## src/rtl/sprite_pkg.sv

```systemverilog
// Shared definitions for the Batman sprite fetch block: default geometry of
// the jump sprite sheet, the animation FSM state type and the transparent key.
package sprite_pkg;

  localparam int unsigned SprWDefault      = 64;  // sprite width, power of two
  localparam int unsigned SprHDefault      = 64;  // sprite height
  localparam int unsigned FramesDefault    = 4;   // frames stored back to back
  localparam int unsigned FrameHoldDefault = 6;   // frame_start pulses per frame

  typedef enum logic [0:0] {
    IDLE,
    PLAY
  } anim_state_t;

  // Palette index 0 is the colour key; it never counts as an opaque pixel.
  localparam logic [3:0] TRANSPARENT_IDX = 4'h0;

endpackage

```

## src/rtl/sprite_anim_ctrl.sv

```systemverilog
// Jump animation sequencer. Starts on jump_trig_i from IDLE, then steps the
// displayed sheet frame once every FRAME_HOLD frame_start pulses, returning
// to IDLE after the last frame. Changes only on frame_start so a video frame
// always shows a single sprite frame.
//   clk_i, rst_ni  : clock, async active-low reset
//   frame_start_i  : start-of-vblank pulse
//   jump_trig_i    : jump request (ignored while playing)
//   anim_frame_o   : current sheet frame
//   anim_busy_o    : animation playing
module sprite_anim_ctrl
  import sprite_pkg::*;
#(
  parameter int unsigned FRAMES     = FramesDefault,
  parameter int unsigned FRAME_HOLD = FrameHoldDefault,
  parameter int unsigned FRAME_W    = $clog2(FRAMES),
  parameter int unsigned HOLD_W     = $clog2(FRAME_HOLD)
) (
  input  logic               clk_i,
  input  logic               rst_ni,
  input  logic               frame_start_i,
  input  logic               jump_trig_i,
  output logic [FRAME_W-1:0] anim_frame_o,
  output logic               anim_busy_o
);

  anim_state_t        state_q, state_d;
  logic [HOLD_W-1:0]  hold_q, hold_d;
  logic [FRAME_W-1:0] frame_q, frame_d;

  always_ff @(posedge clk_i or negedge rst_ni) begin
    if (!rst_ni) begin
      state_q <= IDLE;
      hold_q  <= '0;
      frame_q <= '0;
    end else begin
      state_q <= state_d;
      hold_q  <= hold_d;
      frame_q <= frame_d;
    end
  end

  always_comb begin
    state_d = state_q;
    hold_d  = hold_q;
    frame_d = frame_q;
    unique case (state_q)
      IDLE: begin
        // A frame_start coinciding with the trigger is deliberately not counted.
        if (jump_trig_i) begin
          state_d = PLAY;
          hold_d  = '0;
          frame_d = '0;
        end
      end
      PLAY: begin
        if (frame_start_i) begin
          if (hold_q == HOLD_W'(FRAME_HOLD - 1)) begin
            hold_d = '0;
            if (frame_q == FRAME_W'(FRAMES - 1)) begin
              state_d = IDLE;
              frame_d = '0;
            end else begin
              frame_d = frame_q + 1'b1;
            end
          end else begin
            hold_d = hold_q + 1'b1;
          end
        end
      end
      default: state_d = IDLE;
    endcase
  end

  assign anim_frame_o = frame_q;
  assign anim_busy_o  = (state_q == PLAY);

endmodule

```

## src/rtl/batman_sprite_fetch.sv

```systemverilog
// Pixel source for the character palette lookup. Latches the sprite position
// at frame_start, maps the VGA draw coordinate into the current sheet frame,
// issues a registered sprite-ROM address and returns the palette index plus
// an opaque flag two cycles after the draw coordinate.
//   Clk, Reset_n          : pixel clock, async active-low reset
//   frame_start           : start-of-vblank pulse (latches spr_x/spr_y)
//   jump_trig             : jump animation request
//   spr_x, spr_y          : sprite top-left on screen
//   draw_x, draw_y        : current VGA pixel
//   rom_addr / rom_data   : sprite ROM port, data one cycle after address
//   pix_index, pix_opaque : palette index and drawn flag
//   anim_busy, anim_frame : animation status
module batman_sprite_fetch
  import sprite_pkg::*;
#(
  parameter int unsigned SPR_W      = SprWDefault,
  parameter int unsigned SPR_H      = SprHDefault,
  parameter int unsigned FRAMES     = FramesDefault,
  parameter int unsigned FRAME_HOLD = FrameHoldDefault,
  parameter int unsigned ADDR_W     = 14,
  parameter int unsigned FRAME_W    = $clog2(FRAMES)
) (
  input  logic               Clk,
  input  logic               Reset_n,
  input  logic               frame_start,
  input  logic               jump_trig,
  input  logic [9:0]         spr_x,
  input  logic [9:0]         spr_y,
  input  logic [9:0]         draw_x,
  input  logic [9:0]         draw_y,
  output logic [ADDR_W-1:0]  rom_addr,
  input  logic [3:0]         rom_data,
  output logic [3:0]         pix_index,
  output logic               pix_opaque,
  output logic               anim_busy,
  output logic [FRAME_W-1:0] anim_frame
);

  localparam logic [10:0] SprW11 = 11'(SPR_W);
  localparam logic [10:0] SprH11 = 11'(SPR_H);

  sprite_anim_ctrl #(
    .FRAMES    (FRAMES),
    .FRAME_HOLD(FRAME_HOLD),
    .FRAME_W   (FRAME_W)
  ) u_anim (
    .clk_i        (Clk),
    .rst_ni       (Reset_n),
    .frame_start_i(frame_start),
    .jump_trig_i  (jump_trig),
    .anim_frame_o (anim_frame),
    .anim_busy_o  (anim_busy)
  );

  // Position latch: mid-frame moves take effect at the next frame_start.
  logic [9:0] pos_x_q, pos_y_q;

  always_ff @(posedge Clk or negedge Reset_n) begin
    if (!Reset_n) begin
      pos_x_q <= '0;
      pos_y_q <= '0;
    end else if (frame_start) begin
      pos_x_q <= spr_x;
      pos_y_q <= spr_y;
    end
  end

  // S0: sprite-relative coordinate; bit 10 set means left of / above the box.
  logic [10:0]       rel_x, rel_y;
  logic              in_box;
  logic [ADDR_W-1:0] rom_addr_d;

  always_comb begin
    rel_x  = {1'b0, draw_x} - {1'b0, pos_x_q};
    rel_y  = {1'b0, draw_y} - {1'b0, pos_y_q};
    in_box = !rel_x[10] && (rel_x < SprW11) && !rel_y[10] && (rel_y < SprH11);
    rom_addr_d = '0;
    if (in_box) begin
      rom_addr_d = ADDR_W'(anim_frame) * ADDR_W'(SPR_W * SPR_H)
                 + ADDR_W'(rel_y) * ADDR_W'(SPR_W) + ADDR_W'(rel_x);
    end
  end

  // S1: ROM address and box flag; S2: palette result once rom_data returns.
  logic [ADDR_W-1:0] rom_addr_q;
  logic              in_box_q;
  logic [3:0]        pix_index_q, pix_index_d;
  logic              pix_opaque_q, pix_opaque_d;

  always_comb begin
    pix_index_d  = in_box_q ? rom_data : TRANSPARENT_IDX;
    pix_opaque_d = in_box_q && (rom_data != TRANSPARENT_IDX);
  end

  always_ff @(posedge Clk or negedge Reset_n) begin
    if (!Reset_n) begin
      rom_addr_q   <= '0;
      in_box_q     <= 1'b0;
      pix_index_q  <= '0;
      pix_opaque_q <= 1'b0;
    end else begin
      rom_addr_q   <= rom_addr_d;
      in_box_q     <= in_box;
      pix_index_q  <= pix_index_d;
      pix_opaque_q <= pix_opaque_d;
    end
  end

  assign rom_addr   = rom_addr_q;
  assign pix_index  = pix_index_q;
  assign pix_opaque = pix_opaque_q;

endmodule

```

## config.mk

```make
export PLATFORM = sky130hd
export DESIGN_NAME = batman_sprite_fetch
export DESIGN_NICKNAME = d
export VERILOG_FILES = /design/src/rtl/sprite_pkg.sv /design/src/rtl/sprite_anim_ctrl.sv /design/src/rtl/batman_sprite_fetch.sv
export SDC_FILE = /design/constraint.sdc
export NUM_CORES = 1
export LEC_CHECK = 0
export ABC_AREA = 1
export CORE_MARGIN = 4
export CORE_UTILIZATION = 48
export DETAILED_ROUTE_END_ITERATION = 8
export DONT_BUFFER_PORTS = 1
export GPL_TIMING_DRIVEN = 0
export SETUP_SLACK_MARGIN = 0.1
export SLEW_MARGIN = 20
export SYNTH_ARGS = -nofsm -noshare
export SYNTH_HDL_FRONTEND = slang
export SYNTH_SLANG_ARGS = --single-unit
```

## constraint.sdc

```tcl
create_clock -name Clk -period 8.13 [get_ports Clk]
set_clock_uncertainty 0.15 [all_clocks]
set_input_delay 2.439 -clock Clk [delete_from_list [all_inputs] [get_ports Clk]]
set_output_delay 2.439 -clock Clk [all_outputs]
set_load 0.005 [all_outputs]
```

Fig. 1: met3 routing
Drawn at 4 px/µm.
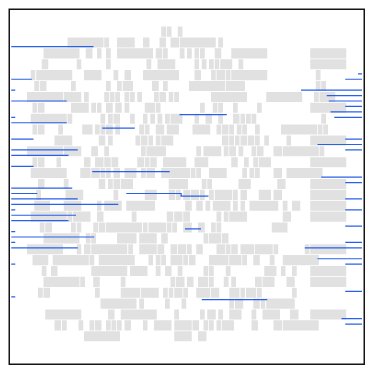
50 nets have wire on it. The wires run mostly horizontal. The layer holds 7.3% of the routed length.

Fig. 2: sequential cells coloured by netlist name
Drawn at 6 px/µm. Other sequential cells in the stronger grey, the rest of the logic in the fainter grey.
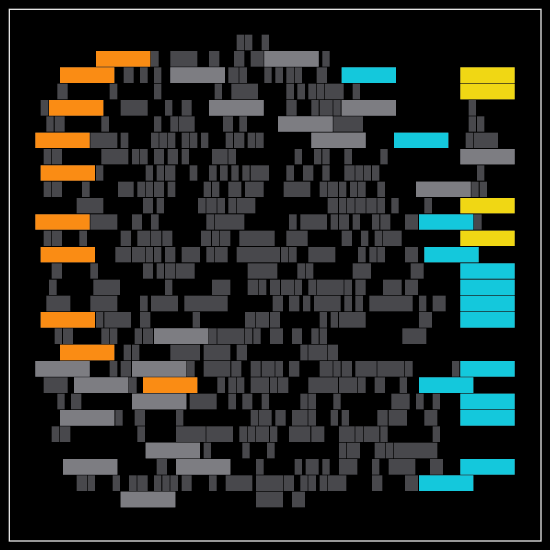
rom_addr: in cyan, placed flops 14. pos_y_q: in orange, placed flops 10. pix_index: in yellow, placed flops 4, where top right.
Another 18 sequential cells are not coloured.

Fig. 3: wiring by layer
Drawn at 6 px/µm. Two of the layers only.
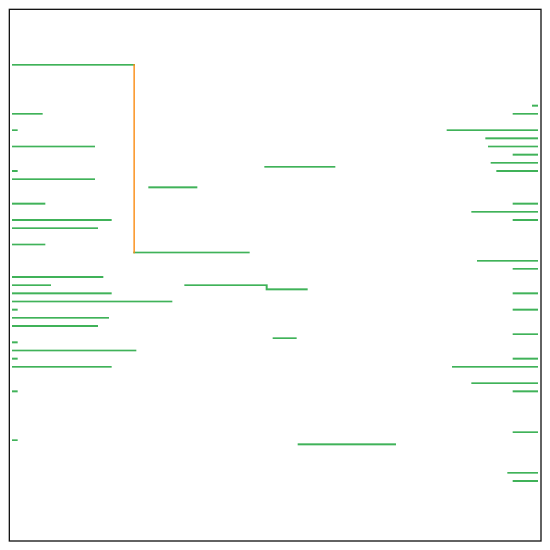
metal 4: in orange, wire length 31.3 µm. metal 3: in green, wire length 452 µm.

## logic make-up (layout without fill, tap and decap cells)
family | count (synthesis) | in the layout
muxes | 2 | 2
DFF | 46 | 46
and+or+nand+nor | 182 | 182
adders and majority gates | 30 | 30
buffers and inverters | 75 | 83
AOI/OAI and AO/OA | 51 | 51
xor gates and xnor gates | 14 | 14
## flip-flops by register name, summed over array words and instances (netlist names), 2 cells and up
| register | cells |
|---|---|
| pos_y_q | 10 |
| rom_addr | 14 |
| u_anim.hold_q | 3 |
| pos_x_q | 10 |
| pix_index | 4 |
| u_anim.anim_frame_o | 2 |
## routing by layer
layer	track usage [%]	wire [µm]	part of all wire, %
met5	0	0	0
met3	4.93	451	7.3
met4	6.18	31	0.50
met1	22.7	2960	48
met2	27.4	2730	44
## cell type report
cell class | count | area (µm²)
inverter | 70 | 263
multi-input combinational | 279 | 1660
tap | 77 | 96.3
clock buffer | 6 | 82.6
buffer | 5 | 26.3
fill | 679 | 3020
clock inverter | 2 | 16.3
sequential | 46 | 1150
## power by group through the flow
| stage | Sequential [mW] | Clock (mW) | Combinational [mW] |
|---|---|---|---|
| 6_report | 0.262 | 0.150 | 0.276 |
| 5_1_grt | 0.265 | 0.167 | 0.323 |
| 4_1_cts | 0.263 | 0.157 | 0.278 |
| 3_5_place_dp | 0.267 | 0 | 0.277 |
| 3_3_place_gp | 0.267 | 0 | 0.274 |
| 2_1_floorplan | 0.263 | 0 | 0.230 |
## worst paths after layout
path	startpoint	end	cells after the start
worst max-delay path	draw_x[0]	rom_addr[10]	18
worst min-delay path	u_anim.hold_q[0]	u_anim.hold_q[0]	1
worst max register to register	pos_x_q[0]	rom_addr[10]	17
worst min register to register	u_anim.hold_q[0]	u_anim.hold_q[0]	1
max in group asynchronous	Reset_n	pos_x_q[8]	0
min in group asynchronous	Reset_n	u_anim.anim_busy_o	0
## worst register-to-register path, delay by kind of cell (launching register included)
| kind | cells | cell delay (ps) |
|---|---|---|
| XOR/XNOR | 1 | 160 |
| adder cells (fa/ha/maj) | 4 | 1240 |
| buffers and inverters | 3 | 190 |
| flip-flops | 1 | 410 |
| AND/OR/NAND/NOR | 9 | 720 |
## per-stage QoR
stage                     hold slack [ps]  worst slack (ps)  power, mW
after floorplan                       329              3330      0.493
after global placement                351              3100      0.541
after detailed placement              355              3090      0.544
after CTS                             373              3420      0.697
after global routing                  398              3160      0.755
final                                 369              3440      0.688
## layout by cell type, fill, tap and decap left out, types with 6 or more instances in the layout
| cell type | synthesis | final |
|---|---|---|
| a21oi_1 | 15 | 15 |
| clkbuf_8 | 0 | 6 |
| dfrtp_1 | 46 | 46 |
| ha_1 | 27 | 27 |
| inv_1 | 69 | 69 |
| nand2_1 | 97 | 97 |
| nand3_1 | 26 | 26 |
| nand4_1 | 6 | 6 |
| nor2_1 | 24 | 24 |
| nor2_2 | 10 | 10 |
| o21ai_0 | 26 | 26 |
| xor2_1 | 9 | 9 |
==> flow_metrics.tcl <==
# flow metrics
set metrics [dict create \
    outcome "finished clean" \
    vdd_ir_drop_max_v 0.000101 \
    cp_common_cell "nand2_1" \
    fin_util_pct 52.2 \
    drtPass1Iterations 4 \
    setup_viol 0 \
    sw_frac_of_total_pct 38.2 \
    io_buffers 0 \
    fp_util_pct 49.1 \
    critical_path_arrival_ps 4740 \
    area_leaders "dfrtp_1 (37%), nand2_1 (12%), ha_1 (11%), inv_1 (8.4%), nand3_1 (4.2%)" \
    die_y_um 88.4 \
    worstHoldPathType "flip-flop to flip-flop" \
    cts-root-buf "clkbuf_8" \
    p_clk_share_pct 21.8 \
    cts_tree "built" \
    path_clk_slew_ps 80 \
    final.setup.tns_ps 0 \
    cts.path.max_buffers 2 \
    syn-instance-count 400 \
    synthTopLogicFamily "simple AND/OR/NAND/NOR gates" \
    r2r_setup_slack_ps 5170 \
    std_cell_rows 29 \
    path_delay_family "adder cells" \
    grt_pass1_vias 2414 \
    pwr-share-seq_pct 38.2 \
    drv_cap 0 \
    max_freq_mhz 213 \
    warning_count 26 \
    io_pins 70 \
    yosysMostFrequentCell "nand2_1" \
    drv_slew 0 \
    postPlaceCellArea_mm2 0.00320 \
    chipArea_mm2 0.00781 \
    slowest_stage "fa_1" \
    synth_area_mm2 0.00310 \
    syn_area_per_cell_um2 7.75 \
    cp.required_ps 8170 \
    ys_top_cells_by_count "nand2_1 (97), inv_1 (69), dfrtp_1 (46)" \
    top_area_cell "dfrtp_1" \
    ys_cells 400 \
    ctsHoldBuffers 0 \
    cp_cell_sequence "inv_1 > ha_1 > inv_1 > fa_1 > nand2_1 > nand2_1 > nand4_1 > nand3b_1 > nand2_1 > inv_1 > ha_1 > fa_1 > nand2_1 > inv_1 > nand2_1 > nand2_1 > xor2_1 > nor2_2" \
    async_flop_share_pct 100 \
    placed_cells 477 \
    end_kind "flip-flop" \
    mux_area_share_pct 0.726 \
    viasPerCell 4.93 \
    grt_max_degree 47 \
    worst-setup-path-type "input port to flip-flop" \
    syn2layout_area_growth_pct 6.30 \
    layout_min_cycle_time_ps 4690 \
    grt_first_pass_wirelength_mm 10.5 \
    p_leak_nw 1.82 \
    final-hold-violation-count 0 \
    h-tree-depth 2 \
    ys_area_mm2 0.00310 \
    ys_sh_adder_pct 12.8 \
    grt.overflow.total 0 \
    cts_sinks 46 \
    wl_per_cell_um 12.7 \
    diodes 0 \
    slew-limit-headroom_pct 71.0 \
    drive_above_1_share_pct 7.84 \
    place.gp.congestion 0.843 \
    drc 0 \
    grt_use_total_pct 17.3 \
    first_iter_violations 75 \
    finalClockPeriodUsage_pct 57.7 \
    finalInstanceArea_mm2 0.00330 \
    postCtsSetupRepairBufs 0 \
    cp.buffers_inverters 4 \
    cts_buffers 5 \
    rsz0062_at_grt "no" \
    cts_resized 0 \
    critPathLaunchType "input port" \
    grt_antenna_before_repair 0 \
    worst_pin_slew_ps 435 \
    cp_max_fo 4 \
    num_vias 2392 \
    simple_gate_share_pct 26.9 \
    final_antenna_net_count 0 \
    yosys.area.top_type_share_pct 37.1 \
    nNetsFinal 485 \
    xor_share_pct 3.95 \
    power_density_mw_per_mm2 209 \
    drt-total-wl_mm 6.17 \
    core_mm2 0.00631 \
    p_sw_uw 263 \
    dpl.hpwl_mm 5.13 \
    clock_latency_ps 300 \
    intPower_uw 425 \
    synth-edff-count 0 \
    ys_types 35 \
    syn_nets 478 \
    synth_flops 46 \
    die_w_um 88.4 \
    instances_no_fill 485 \
    yosys_warnings 0 \
    critPathMaxStageDelay_ps 450 \
    ys_sh_aoi_pct 9.12 \
    ff_type "dfrtp_1" \
    ys_seq_share_pct 37.1 \
    p_comb_share_pct 40.1 \
]
Power and IR drop assume default switching activity.
